==> run_1/layer_met2.png <==
(3 px per µm)
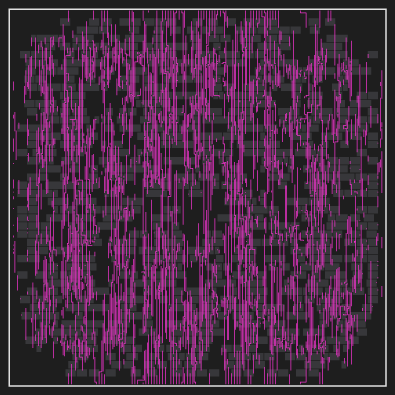
==> run_1/placement_by_type.png <==
(3 px per µm) Fill, decap, tap and diode cells in grey.
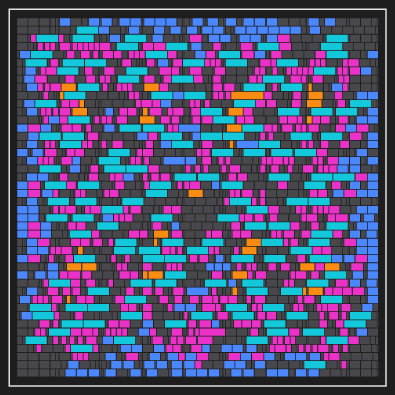
==> run_1/clk_routes.png <==
(4 px per µm)
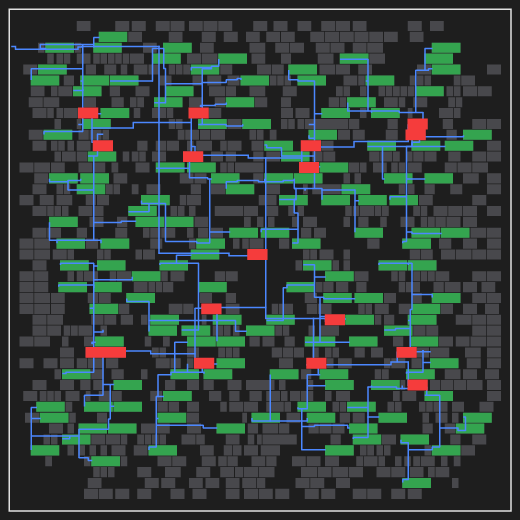
File: config.mk
export PLATFORM = sky130hd
export DESIGN_NAME = wb_pipe_buffer
export DESIGN_NICKNAME = d
export VERILOG_FILES = /design/src/rtl/pipe_pkg.sv /design/src/rtl/wb_entry_reg.sv /design/src/rtl/wb_pipe_buffer.sv
export SDC_FILE = /design/constraint.sdc
export NUM_CORES = 1
export LEC_CHECK = 0
export CAP_MARGIN = 20
export CORE_MARGIN = 2
export CORE_UTILIZATION = 50
export CTS_BUF_LIST = sky130_fd_sc_hd__clkbuf_8
export DETAILED_ROUTE_END_ITERATION = 10
export PLACE_DENSITY_LB_ADDON = 0.05
export SYNTH_ARGS = -nofsm -noshare
export SYNTH_HDL_FRONTEND = slang
export SYNTH_SLANG_ARGS = --single-unit
export TNS_END_PERCENT = 5
File: constraint.sdc
create_clock -name clk_i -period 4.1 [get_ports clk_i]
set_input_delay 0.82 -clock clk_i [delete_from_list [all_inputs] [get_ports clk_i]]
set_output_delay 0.82 -clock clk_i [all_outputs]
set_load 0.03 [all_outputs]
File: src/rtl/pipe_pkg.sv
// pipe_pkg: shared state encoding and entry record for pipeline-stage buffers
package pipe_pkg;

    typedef logic [1:0] buf_state_t;

    // Encoding doubles as occupancy, so count can be read straight off the state
    localparam buf_state_t EMPTY = 2'd0;
    localparam buf_state_t ONE   = 2'd1;
    localparam buf_state_t FULL  = 2'd2;

    localparam int WB_DATA_W = 32;
    localparam int WB_RD_W   = 5;

    typedef struct packed {
        logic [WB_RD_W-1:0]   RDaddr;
        logic [WB_DATA_W-1:0] ALUresult;
        logic [WB_DATA_W-1:0] MEMdata;
        logic                 MemtoReg;
        logic                 RegWrite;
    } wb_entry_t;

    // Flat width of an entry laid out as {RDaddr, ALUresult, MEMdata, MemtoReg, RegWrite}
    function automatic int wb_entry_width(input int data_w, input int rd_w);
        return rd_w + 2 * data_w + 2;
    endfunction

endpackage

File: src/rtl/wb_entry_reg.sv
// wb_entry_reg: one payload register with load enable and synchronous clear
module wb_entry_reg #(
    parameter int W = 72
) (
    input  logic         clk_i,
    input  logic         rst_i,
    input  logic         load,
    input  logic [W-1:0] d,
    output logic [W-1:0] q
);

    // Clear on reset, otherwise capture only when told to
    always_ff @(posedge clk_i) begin
        if (!rst_i) q <= '0;
        else if (load) q <= d;
    end

endmodule

File: src/rtl/wb_pipe_buffer.sv
// wb_pipe_buffer: two-entry skid buffer between MEM and WB stages
import pipe_pkg::*;

module wb_pipe_buffer #(
    parameter int DATA_W     = 32,
    parameter int RD_W       = 5,
    parameter bit ZERO_GUARD = 1'b1
) (
    input  logic              clk_i,
    input  logic              rst_i,
    input  logic              valid_i,
    output logic              ready_o,
    input  logic [RD_W-1:0]   RDaddr_i,
    input  logic [DATA_W-1:0] ALUresult_i,
    input  logic [DATA_W-1:0] MEMdata_i,
    input  logic              MemtoReg_i,
    input  logic              RegWrite_i,
    input  logic              flush_i,
    output logic              valid_o,
    input  logic              ready_i,
    output logic [RD_W-1:0]   RDaddr_o,
    output logic [DATA_W-1:0] ALUresult_o,
    output logic [DATA_W-1:0] MEMdata_o,
    output logic              MemtoReg_o,
    output logic              RegWrite_o,
    output logic [DATA_W-1:0] WBdata_o,
    output logic [1:0]        count_o
);

    localparam int EW = wb_entry_width(DATA_W, RD_W);

    buf_state_t    state, state_nx;
    logic [EW-1:0] in_ent, head_d, head_q, skid_q;
    logic          in_fire, out_fire, head_ld, skid_ld, head_rw;

    assign in_ent   = {RDaddr_i, ALUresult_i, MEMdata_i, MemtoReg_i, RegWrite_i};
    assign ready_o  = (state != FULL) && rst_i;
    assign valid_o  = state != EMPTY;
    assign in_fire  = valid_i && ready_o;
    assign out_fire = valid_o && ready_i;

    // Head refills from the skid when draining FULL, otherwise from the input;
    // a flush leaves both data registers untouched
    assign head_ld = !flush_i && (state == FULL ? out_fire : in_fire && (state == EMPTY || out_fire));
    assign skid_ld = !flush_i && state == ONE && in_fire && !out_fire;
    assign head_d  = state == FULL ? skid_q : in_ent;

    // Occupancy transitions; flush overrides every handshake
    always_comb begin
        state_nx = flush_i         ? EMPTY :
                   state == EMPTY  ? (in_fire ? ONE : EMPTY) :
                   state == ONE    ? (in_fire && !out_fire ? FULL : !in_fire && out_fire ? EMPTY : ONE) :
                   state == FULL   ? (out_fire ? ONE : FULL) :
                                     EMPTY;
    end

    // State register; reset beats flush and handshakes
    always_ff @(posedge clk_i) begin
        if (!rst_i) state <= EMPTY;
        else state <= state_nx;
    end

    wb_entry_reg #(.W(EW)) u_head (.clk_i(clk_i), .rst_i(rst_i), .load(head_ld), .d(head_d), .q(head_q));
    wb_entry_reg #(.W(EW)) u_skid (.clk_i(clk_i), .rst_i(rst_i), .load(skid_ld), .d(in_ent), .q(skid_q));

    assign {RDaddr_o, ALUresult_o, MEMdata_o, MemtoReg_o, head_rw} = head_q;
    assign RegWrite_o = head_rw && valid_o && !(ZERO_GUARD && RDaddr_o == '0);
    assign WBdata_o   = MemtoReg_o ? MEMdata_o : ALUresult_o;
    assign count_o    = state;

endmodule

==> impl_metrics.py, run 1 <==
# Flow results
metrics = {
    "status": {
        "status": "finished clean",
    },
    "die": {
        "rows": 44,
        "core_area_mm2": 0.01442,
    },
    "synth": {
        "edf_count": 0,
        "ys_ff": 144,
        "ys_cells": 793,
        "synth_top_cell_by_count": "sky130_fd_sc_hd__dfxtp_1",
        "floorplan.nets": 869,
        "syn_inst": 793,
        "top_cells_by_area": "sky130_fd_sc_hd__dfxtp_1 (39%), sky130_fd_sc_hd__mux2i_1 (9.8%), sky130_fd_sc_hd__a2111oi_0 (8.5%)",
    },
    "job": {
        "log.warning_count": 26,
    },
    "timing": {
        "final_period_minus_worst_setup_slack_ns": 3.247,
        "final_critical_path_share_of_the_clock_period_pct": 79.20,
        "setup_viol": 0,
        "setup-tns-final_ns": 0,
    },
    "clocking": {
        "postCtsResizedCells": 0,
        "hold_buffers": 0,
        "tritoncts.num_buffers": 17,
    },
    "routing": {
        "post-route-drc-count": 0,
        "dr.first_iter.drc_count": 606,
    },
    "finish": {
        "fin_cells": 1040,
    },
    "pwr": {
        "ir_worst_vdd_uv": 244.0,
    },
}
About layer_met2.png:
- share of all routed wire: 49%
- nets with wire on the layer: 791
- wire length on this layer: 10,400 µm
- main direction: vertical
- longest straight run: 62.6 µm

About placement_by_type.png:
- blue: remaining buffers and delay cells (cells 198; share of their area 23%)
- magenta: combinational and other logic (cells 482; share of their area 40%)
- orange: clock drivers and dummy loads (cells 32; share of their area 3.9%)
- cyan: sequential cells (cells 144; share of their area 33%)

About clk_routes.png:
- green: flip-flops (count 144)
- blue: clock wires (length 1,660 µm)
- red: clock drivers (count 17)
- routed clock nets: 18

run 1: worst max-delay path by stage:
| stage | startpoint | cells after the start | slack [ns] | end |
|---|---|---|---|---|
| detailed placement | ready_i | 5 | 0.96 | u_head.q[22] |
| floorplan | count_o[0] | 5 | 1.73 | ready_o |
| global route | u_head.q[1] | 2 | 0.77 | WBdata_o[20] |
| global placement | rst_i | 3 | 0.99 | ready_o |
| finish | u_head.q[1] | 2 | 0.85 | WBdata_o[20] |
| CTS | u_head.q[1] | 2 | 0.82 | WBdata_o[20] |
run 1: area by class of cell:
type	count	area share [%]
Clock buffer	19	2.920
Clock inverter	13	0.9220
Inverter	1	0.06985
Multi-Input combinational cell	481	39.08
Sequential cell	144	32.20
Tap cell	184	2.571
Timing Repair Buffer	198	22.24
run 1: power by group:
part	internal [mW]	switching (mW)
Clock	0.492	0.510
Combinational	0.296	0.379
Sequential	1.45	0.0582
Total	2.24	0.948
run 1: sequential cells by signal (all words and copies together) (netlist names):
signal    count
u_head.q     71
u_skid.q     71
count_o       2
run 1: per-layer routing:
layer	up-vias	GRT usage, %	routed length [µm]
met5	-	0	0
met4	0	5.752	134
met3	13	6.333	1318
met2	248	44.21	10450
met1	3229	34.43	9307
li1	3062	-	-
run 1: cell families (layout without fill, tap and decap cells):
| kind of cell | Yosys count | after routing | share of synthesized area (%) |
|---|---|---|---|
| AOI/OAI and AO/OA | 289 | 289 | 26.03 |
| buffers and inverters | 168 | 231 | 13.30 |
| DFF | 144 | 144 | 39.35 |
| muxes | 104 | 104 | 14.76 |
| and+or+nand+nor | 88 | 88 | 6.559 |
run 1: worst max-delay path, cell delays in order (launching register included):
cell,delay (ns)
sky130_fd_sc_hd__dfxtp_2,0.96
sky130_fd_sc_hd__mux2_2,0.44
sky130_fd_sc_hd__clkdlybuf4s50_1,0.59
==> inputs of run 2 (changes only) <==
==> constraint.sdc (replaced) <==
create_clock -name clk_i -period 3 [get_ports clk_i]
set_input_delay 0.6 -clock clk_i [delete_from_list [all_inputs] [get_ports clk_i]]
set_output_delay 0.6 -clock clk_i [all_outputs]
set_load 0.03 [all_outputs]
==> run_2/io_placement.png <==
(2 px per µm) Pins as bars across the die edge, other pins in grey.
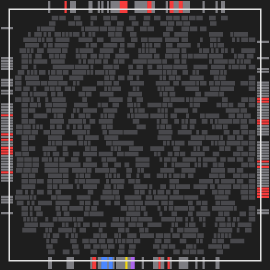
- yellow: `flush_i` (pins 1; direction input; edge bottom)
- purple: `count_o` (pins 2; direction output; edge bottom)
- red: `MEMdata_o` (pins 32; direction output; edge 11 top, 10 right, 7 left, 4 bottom)
- blue: `RDaddr_o` (pins 5; direction output; edge bottom)

==> run_2/clk_routes.png <==
(4 px per µm)
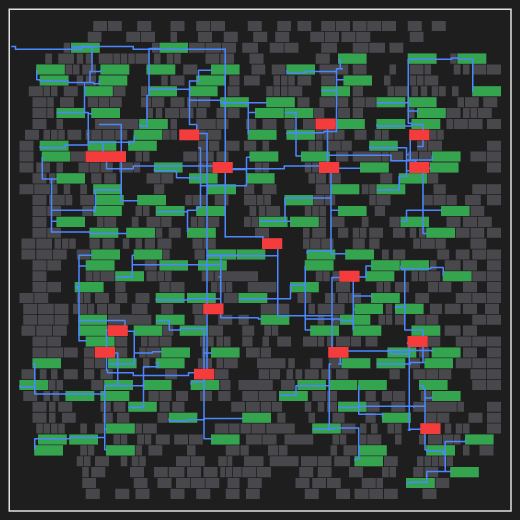
- blue: clock wires (length 1,710 µm)
- green: flip-flops (count 144)
- red: clock drivers (count 17)
- flops lie: all over the die
- routed clock nets: 18

==> run 2 against run 1 <==
  * Total power grew 47%
  * Synthesized cell count is the same
  * Critical endpoint is now WBdata_o[31]
  * Critical path type unchanged
  * Wire length shrank 0.98%
  * Largest power group unchanged
  * Worst setup slack lost 0.67 ns
  * Sequential power grew 36%
  * First-iteration DRC count shrank 18%
  * Worst hold slack gained 0.0069 ns
==> impl_metrics.py, run 2 <==
# Flow results
metrics = {
    "status": {
        "status": "finished clean",
    },
    "pwr": {
        "ir_worst_vdd_uv": 365.9,
    },
    "finish": {
        "portion_of_the_layout_cell_area_used_by_clock_cells_pct": 4.810,
        "nonclk_buf_share_pct": 22.69,
        "nonClockInverterCount": 1,
        "count_of_clock_buffers_in_the_final_design": 18,
        "area_dominant_class": "combinational gates",
        "seq_area_share_pct": 31.58,
    },
    "clocking": {
        "tritoncts.num_buffers": 17,
        "hold_buffers": 0,
    },
    "routing": {
        "dr.first_iter.drc_count": 499,
    },
    "synth": {
        "synth_top_cell_by_count": "sky130_fd_sc_hd__dfxtp_1",
        "syn_inst": 793,
        "edf_count": 0,
        "ys_cells": 793,
    },
    "die": {
        "tap-cell-count": 184,
    },
    "critical_path": {
        "timing.critical_path.from": "u_head.q[1]",
    },
    "timing": {
        "final_critical_path_share_of_the_clock_period_pct": 93.87,
        "final_period_minus_worst_setup_slack_ns": 2.816,
    },
    "job": {
        "log.warning_count": 26,
    },
}
[run 2: cell counts after synthesis]
Identical to the previous run, type by type.
[run 2: worst max-delay path: stages (launching register included)]
cell and delay (ns):
sky130_fd_sc_hd__dfxtp_2 0.53, sky130_fd_sc_hd__buf_12 0.25, sky130_fd_sc_hd__mux2_2 0.36, sky130_fd_sc_hd__clkdlybuf4s50_1 0.60
[run 2: path summary, 6_finish.rpt]
kind	endpoint	slack, ns
setup / recovery	WBdata_o[31]	0.18
setup reg to reg	u_head.q[9]	1.05
hold reg to reg	u_skid.q[50]	0.48
hold / removal	u_skid.q[50]	0.48
[run 2: cell families (layout without fill, tap and decap cells)]
kind of cell           count (synthesis)  in the layout  share of synthesized area, %
AOI/OAI and AO/OA                    289            289                         26.03
DFF                                  144            144                         39.35
muxes                                104            104                         14.76
and+or+nand+nor                       88             88                         6.559
buffers and inverters                168            235                         13.30
[run 2: power breakdown]
part           leakage [nW]  switching, mW  total (mW)  internal [mW]
logic                  2.07          0.527       0.941          0.414
clock network         0.204          0.758        1.68          0.923
registers              1.17         0.0716        2.06           1.99
[run 2: metrics by stage]
step | power (mW) | hold WS (ns) | area, µm² | instances | utilization [%]
finish | 4.681 | 0.4820 | 9131 | 1044 | 63.31
floorplan | 2.698 | 0.4532 | 7326 | 793 | -
CTS | 4.705 | 0.4811 | 9131 | 1044 | 63.31
global placement | 3.023 | 0.4609 | 8692 | 1012 | 60.26
global route | 4.845 | 0.5023 | 9131 | 1044 | 63.31
detailed placement | 3.038 | 0.4706 | 8692 | 1012 | 60.26
[run 2: per-layer routing]
layer / track usage [%] / vias up / share of wire (%)
li1: - / 3056 / -
met1: 33.74 / 3192 / 44
met2: 44.12 / 209 / 49
met3: 5.434 / 29 / 5.6
met4: 9.216 / 0 / 1.9
met5: 0 / - / 0
==> inputs of run 3 (changes only) <==
--- a/config.mk
+++ b/config.mk
@@ -10,6 +10,7 @@
 export CORE_UTILIZATION = 50
 export CTS_BUF_LIST = sky130_fd_sc_hd__clkbuf_8
 export DETAILED_ROUTE_END_ITERATION = 10
+export DONT_BUFFER_PORTS = 1
 export PLACE_DENSITY_LB_ADDON = 0.05
 export SYNTH_ARGS = -nofsm -noshare
 export SYNTH_HDL_FRONTEND = slang
==> constraint.sdc (replaced) <==
create_clock -name clk_i -period 3.6 [get_ports clk_i]
set_input_delay 0.72 -clock clk_i [delete_from_list [all_inputs] [get_ports clk_i]]
set_output_delay 0.72 -clock clk_i [all_outputs]
set_load 0.03 [all_outputs]
==> run_3/io_placement.png <==
(2 px per µm) Pins as bars across the die edge, other pins in grey.
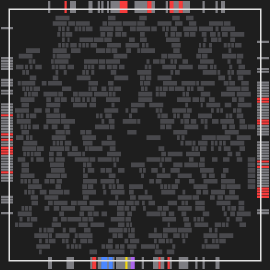
- blue: `RDaddr_o` (pins 5; direction output; edge bottom)
- yellow: `flush_i` (pins 1; direction input; edge bottom)
- red: `MEMdata_o` (pins 32; direction output; edge 11 top, 10 right, 7 left, 4 bottom)
- purple: `count_o` (pins 2; direction output; edge bottom)

==> run_3/layer_met2.png <==
(3 px per µm)
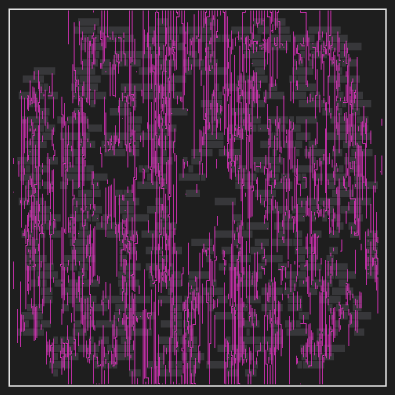
- main direction: vertical
- longest straight run: 53.5 µm
- share of all routed wire: 47%

==> run 3 against run 2 <==
  * Sequential share of layout area up 9.1 points
  * First-iteration DRC count up 6.8%
  * Die area is the same
  * Via count fell by 11%
  * Sequential power down 11%
  * Largest cell class unchanged
==> impl_metrics.py, run 3 <==
# Flow results
metrics = {
    "synth": {
        "top_cells_by_area": "sky130_fd_sc_hd__dfxtp_1 (39%), sky130_fd_sc_hd__mux2i_1 (9.8%), sky130_fd_sc_hd__a2111oi_0 (8.5%)",
        "ys_ff": 144,
        "floorplan.nets": 869,
        "syn_inst": 793,
    },
    "finish": {
        "fin_cells": 851,
        "stdcell_area_mm2": 0.007084,
    },
    "timing": {
        "fin_worst_hold_slack_ns": 0.3530,
        "final_critical_path_share_of_the_clock_period_pct": 73.55,
    },
    "critical_path": {
        "worst_path_dominant_cell_family": "flip-flops",
        "critPathMaxStageDelay_ns": 0.77,
        "slowest_cell_on_the_critical_path": "sky130_fd_sc_hd__dfxtp_1",
        "worstPathCellList": "or2_2 > o311a_1",
    },
    "clocking": {
        "tritoncts.num_buffers": 17,
        "postCtsResizedCells": 0,
    },
    "pwr": {
        "total_power_mw": 3.313,
        "switching_power_mw": 0.9954,
        "seqPwrFrac_pct": 55.6,
        "ir_worst_vdd_uv": 185.5,
    },
    "status": {
        "status": "finished clean",
    },
    "routing": {
        "dr.first_iter.drc_count": 533,
        "post-route-drc-count": 0,
    },
    "die": {
        "core_area_mm2": 0.01442,
    },
    "place": {
        "dp.cells": 823,
    },
}
[run 3: cell counts after synthesis]
No cell type changed its count.
[run 3: logic make-up after synthesis]
kind of cell           synth area share (%)
AOI/OAI and AO/OA                     26.03
buffers and inverters                 13.30
DFF                                   39.35
muxes                                 14.76
and+or+nand+nor                       6.559
[run 3: worst reg2reg max path, delay by kind of cell (launching register included)]
family / cells / cell delay, ns
flops: 1 / 0.77
compound gates: 2 / 0.81
buf+inv: 1 / 0.32
simple gates: 1 / 0.29
[run 3: path summary, 6_finish.rpt]
check / start / endpoint / slack (ns)
hold reg to reg: u_skid.q[23] / u_skid.q[23] / 0.48
setup reg to reg: count_o[1] / u_head.q[57] / 1.32
setup / recovery: count_o[1] / RegWrite_o / 0.95
hold / removal: ready_i / count_o[1] / 0.35
[run 3: metal layers]
metal  track usage (%)  vias up  routed length, µm
met5                 0        -                  0
met2             39.55      219               9339
li1                  -     2688                  -
met1             32.38     2828               8722
met3             6.119       35               1413
met4             9.739        0                481
[run 3: final cells by class]
| cell class | count | area share (%) |
|---|---|---|
| clock buffers | 22 | 4.274 |
| multi-input cells | 481 | 49.45 |
| repair buffers | 13 | 1.907 |
| well taps | 184 | 3.250 |
| inverters | 1 | 0.08831 |
| flip-flops and latches | 144 | 40.71 |
| clock inverters | 6 | 0.3179 |
[run 3: power by group through the flow]
stage	Sequential [mW]	Clock, mW	Combinational, mW
floorplan	1.72	0	0.524
global placement	1.88	0	0.372
detailed placement	1.88	0	0.379
CTS	1.84	1.12	0.380
global route	1.85	1.18	0.409
finish	1.84	1.09	0.378
Power is estimated from default activity; no workload was simulated.
